## src/rtl/ysyx_23060236_store_buffer.sv

```systemverilog
// ysyx_23060236_store_buffer
//
// Posted-write FIFO between the LSU write channel (AW/W/B) and the xbar write
// port. The LSU gets its B acknowledge one cycle after a store is accepted,
// while buffered entries drain to AXI strictly in order, one write
// outstanding at a time (ID 0). Loads are gated while they could alias a
// buffered store (read-after-write). sb_empty tells the EXU that every store
// has been acknowledged by memory, so fence.i can proceed.
//
// Build option:
//   SBUF_RAW_CHECK_EN  defined   : a load is stalled only if its word address
//                                  matches a valid buffered entry.
//                      undefined : a load is stalled until the buffer is empty.
//
// Ports:
//   clock, reset                 core clock; asynchronous active-low reset
//   s_aw*/s_w*/s_b*              LSU-side write channel (slave)
//   s_araddr/s_arvalid/s_arready LSU load request, used for the hazard check
//   m_arvalid/m_arready          load request forwarded to the xbar
//   m_aw*/m_w*/m_b*              xbar-side write channel (master), head entry
//   sb_empty                     no buffered entries and drain FSM idle
//   wr_err                       sticky: some write response was not OKAY
module ysyx_23060236_store_buffer #(
  parameter int DEPTH = 4,
  parameter int PTR_W = 2
) (
  input  logic        clock,
  input  logic        reset,
  input  logic [31:0] s_awaddr,
  input  logic [2:0]  s_awsize,
  input  logic        s_awvalid,
  output logic        s_awready,
  input  logic [31:0] s_wdata,
  input  logic [3:0]  s_wstrb,
  input  logic        s_wvalid,
  output logic        s_wready,
  output logic [1:0]  s_bresp,
  output logic        s_bvalid,
  input  logic        s_bready,
  input  logic [31:0] s_araddr,
  input  logic        s_arvalid,
  output logic        s_arready,
  output logic        m_arvalid,
  input  logic        m_arready,
  output logic [31:0] m_awaddr,
  output logic [2:0]  m_awsize,
  output logic        m_awvalid,
  input  logic        m_awready,
  output logic [31:0] m_wdata,
  output logic [3:0]  m_wstrb,
  output logic        m_wvalid,
  output logic        m_wlast,
  input  logic        m_wready,
  input  logic        m_bvalid,
  input  logic [1:0]  m_bresp,
  output logic        m_bready,
  output logic        sb_empty,
  output logic        wr_err
);

  typedef enum logic [1:0] {
    S_IDLE,
    S_ADDR_DATA,
    S_RESP
  } state_t;

  state_t state, state_next;

  // Entry storage carries no reset; only pointers/count say what is valid.
  logic [31:0] addr_q [DEPTH];
  logic [2:0]  size_q [DEPTH];
  logic [31:0] data_q [DEPTH];
  logic [3:0]  strb_q [DEPTH];

  logic [PTR_W-1:0] head, tail;
  logic [PTR_W:0]   count;
  logic             bvalid_q;
  logic             err_q;
  logic             aw_done, w_done;

  logic enq, pop, aw_fire, w_fire, hazard;

  assign s_awready = (count != (PTR_W+1)'(DEPTH)) & ~bvalid_q;
  assign s_wready  = s_awready;
  assign enq       = s_awvalid & s_wvalid & s_awready;
  assign pop       = (state == S_RESP) & m_bvalid;

  assign s_bvalid  = bvalid_q;
  assign s_bresp   = 2'b00;
  assign wr_err    = err_q;

  assign m_awaddr  = addr_q[head];
  assign m_awsize  = size_q[head];
  assign m_wdata   = data_q[head];
  assign m_wstrb   = strb_q[head];

  // AW and W rise together and each drops on its own handshake.
  assign m_awvalid = (state == S_ADDR_DATA) & ~aw_done;
  assign m_wvalid  = (state == S_ADDR_DATA) & ~w_done;
  assign m_wlast   = m_wvalid;
  assign m_bready  = (state == S_RESP);
  assign aw_fire   = m_awvalid & m_awready;
  assign w_fire    = m_wvalid & m_wready;

  assign sb_empty  = (count == '0) & (state == S_IDLE);

`ifdef SBUF_RAW_CHECK_EN
  logic [DEPTH-1:0] entry_hit;

  // An entry is live if its distance from head is below count.
  for (genvar g = 0; g < DEPTH; g++) begin : g_hit
    logic [PTR_W-1:0] off;
    assign off          = PTR_W'(g) - head;
    assign entry_hit[g] = ({1'b0, off} < count) &
                          (addr_q[g][31:2] == s_araddr[31:2]);
  end

  assign hazard = |entry_hit;
`else
  logic unused_araddr;

  assign unused_araddr = ^s_araddr;
  assign hazard        = ~sb_empty;
`endif

  assign s_arready = m_arready & ~hazard;
  assign m_arvalid = s_arvalid & ~hazard;

  always_ff @(posedge clock) begin
    if (enq) begin
      addr_q[tail] <= s_awaddr;
      size_q[tail] <= s_awsize;
      data_q[tail] <= s_wdata;
      strb_q[tail] <= s_wstrb;
    end
  end

  always_ff @(posedge clock or negedge reset) begin
    if (!reset) begin
      head     <= '0;
      tail     <= '0;
      count    <= '0;
      bvalid_q <= 1'b0;
      err_q    <= 1'b0;
      aw_done  <= 1'b0;
      w_done   <= 1'b0;
    end else begin
      if (enq) tail <= tail + 1'b1;
      if (pop) head <= head + 1'b1;
      // The entry stays counted until its B arrives.
      case ({enq, pop})
        2'b10:   count <= count + 1'b1;
        2'b01:   count <= count - 1'b1;
        default: count <= count;
      endcase
      // No new accept while the ack is pending, so enq and s_bready never race.
      if (enq)           bvalid_q <= 1'b1;
      else if (s_bready) bvalid_q <= 1'b0;
      if (pop && (m_bresp != 2'b00)) err_q <= 1'b1;
      if (state_next != S_ADDR_DATA) begin
        aw_done <= 1'b0;
        w_done  <= 1'b0;
      end else begin
        if (aw_fire) aw_done <= 1'b1;
        if (w_fire)  w_done  <= 1'b1;
      end
    end
  end

  always_ff @(posedge clock or negedge reset) begin
    if (!reset) state <= S_IDLE;
    else        state <= state_next;
  end

  always_comb begin
    state_next = state;
    case (state)
      S_IDLE:      if (count != '0) state_next = S_ADDR_DATA;
      S_ADDR_DATA: if ((aw_done | aw_fire) && (w_done | w_fire)) state_next = S_RESP;
      S_RESP:      if (m_bvalid) state_next = S_IDLE;
      default:     state_next = S_IDLE;
    endcase
  end

endmodule

```

## config.mk

```make
export PLATFORM = sky130hd
export DESIGN_NAME = ysyx_23060236_store_buffer
export DESIGN_NICKNAME = d
export VERILOG_FILES = /design/src/rtl/ysyx_23060236_store_buffer.sv
export SDC_FILE = /design/constraint.sdc
export NUM_CORES = 1
export LEC_CHECK = 0
export ABC_AREA = 0
export CELL_PAD_IN_SITES_DETAIL_PLACEMENT = 1
export CELL_PAD_IN_SITES_GLOBAL_PLACEMENT = 1
export CORE_ASPECT_RATIO = 0.7
export CORE_MARGIN = 2
export CORE_UTILIZATION = 46
export DETAILED_ROUTE_END_ITERATION = 8
export PLACE_DENSITY = 0.82
export SLEW_MARGIN = 25
export SYNTH_ARGS = -nofsm -noshare
export SYNTH_HDL_FRONTEND = slang
export SYNTH_SLANG_ARGS = --single-unit
```

## constraint.sdc

```tcl
create_clock -name clock -period 4.1 [get_ports clock]
set_input_delay 0.82 -clock clock [delete_from_list [all_inputs] [get_ports clock]]
set_output_delay 0.82 -clock clock [all_outputs]
set_load 0.01 [all_outputs]
```

Figure 1. Supply network.
Pins as bars on the die edge. Tap cells in gray.
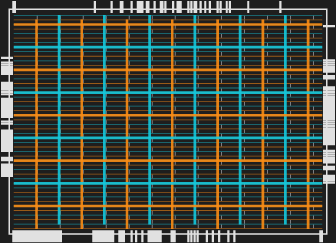
- orange: VSS
- cyan: VDD
- signal pins: 199
- met5 straps: 9
- tap cells: 318
- met1 rails: 48
die x size: 189.5 µm
core area: 0.02364 mm²

Figure 2. Cell classes on the final placement.
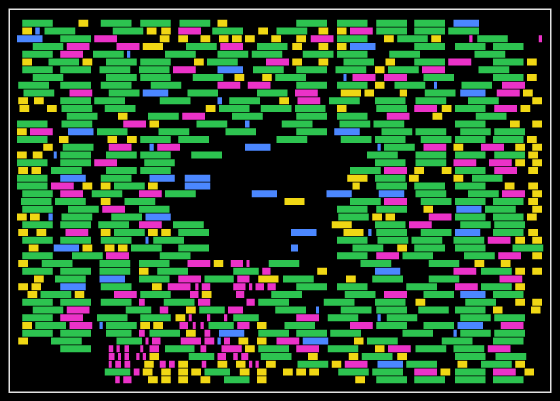
- yellow: other buffers and delay cells (cells 173)
- magenta: all other logic (cells 130)
- blue: clock drivers and dummy loads (cells 47)
- green: flip-flops (cells 297)
# rows: 47
fin util: 58.71%
Finished Cell Area: 0.01388 mm²
sequential cell area share: 63.85%

Figure 3. Clock distribution.
Scale bar: 50 µm.
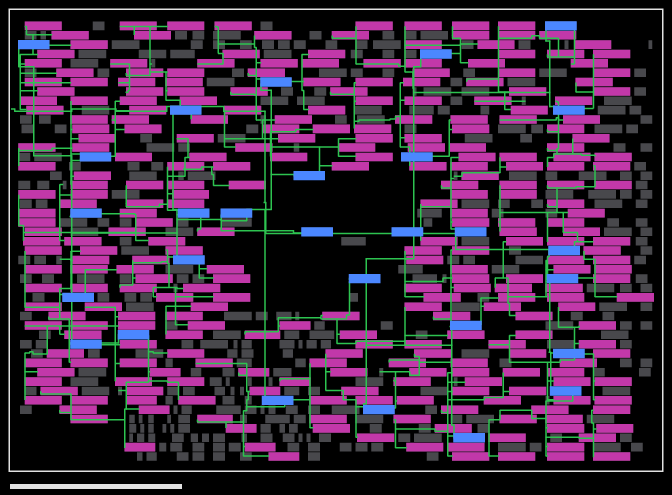
- green: clock wires (length 3210 µm)
- magenta: flip-flops (count 297)
- blue: cells driving clock nets (count 28)
- flops lie: all over the die
clk pwr: 2300 µW
clock share of power: 25.8%
Clock Skews: 0.006640 ns
Late-Pin Clk Latency: 0.52 ns

Figure 4. Wiring by layer.
Scale bar: 50 µm.
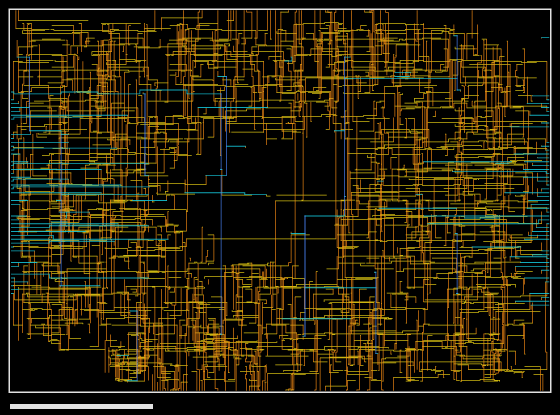
- yellow: met1 (wire length 9080 µm)
- orange: met2 (wire length 10800 µm)
- cyan: met3 (wire length 1560 µm)
- blue: met4 (wire length 415 µm)
WL/cell: 22.64 µm
vias: 5112
Global Route Usage Sum: 17.69%
final wirelength: 21850 µm

==> flow_summary.ini <==
; flow metrics
[run_status]
outcome = finished, final reports clean

[cts]
ctsHoldBuffers = 0
cts.sinks = 297
cts-root-buf = clkbuf_16
clk_pin_slew_ns = 0.06

[finish]
reg_top3 = addr_q x128, data_q x128, strb_q x16
buf_share_pct = 12.95
clock_cell_area_share_pct = 5.788
fin_cells = 965
final_nets = 751
comb_area_mm2 = 0.001989
inverters = 8

[run]
drv_cap = 0

[synthesis]
yosys.area.top_type_share_pct = 77.01
syn_inst = 447
avgSynthCellArea_um2 = 24.77
simple_gate_area_share_pct = 1.265
yosysTopAreaCell = edfxtp_1
ys_types = 32
compound_area_share_pct = 0.6553
syn_area_mm2 = 0.01107

[placed_design]
place_area_mm2 = 0.01308
place_ws_ns = 0.9166
gp_congestion = 0.7375

[global_route]
grt_max_degree = 72
grt_pass1_wl_um = 34000

[drt]
drc_errors = 0

[setup_path]
r2r_slack_ns = 1.89
worstSetupStartpoint = head[0]
required_ns = 3.28
critical_path_class = flop to primary output
endpoint = m_awaddr[15]

[final_timing]
period_used_pct = 89.21
setup-violations-final = 0
drv_slew = 0
setup_slack_ns = 0.4424

[min_path]
hp-start = wr_err
[layer usage]
layer	routed length, µm	track usage, %	up-vias
met4	414	4.220	0
met5	0	0	-
met2	10800	29.63	155
met1	9077	23.59	2693
li1	-	-	2229
met3	1558	4.579	35
[worst register-to-register path, stage by stage (launching register included)]
cell and delay (ns):
dfrtp_1 0.44, nor2_2 0.08, a211oi_4 0.43, and2_4 0.57
buf_12 0.34
[power by group]
| part | switching, µW | internal (µW) | leakage, µW |
|---|---|---|---|
| clock | 1030 | 1270 | 0.000394 |
| sequential | 285 | 3650 | 0.00272 |
| combinational | 1090 | 1570 | 0.00136 |
| total | 2400 | 6490 | 0.00448 |
Power is estimated from default activity; no workload was simulated.
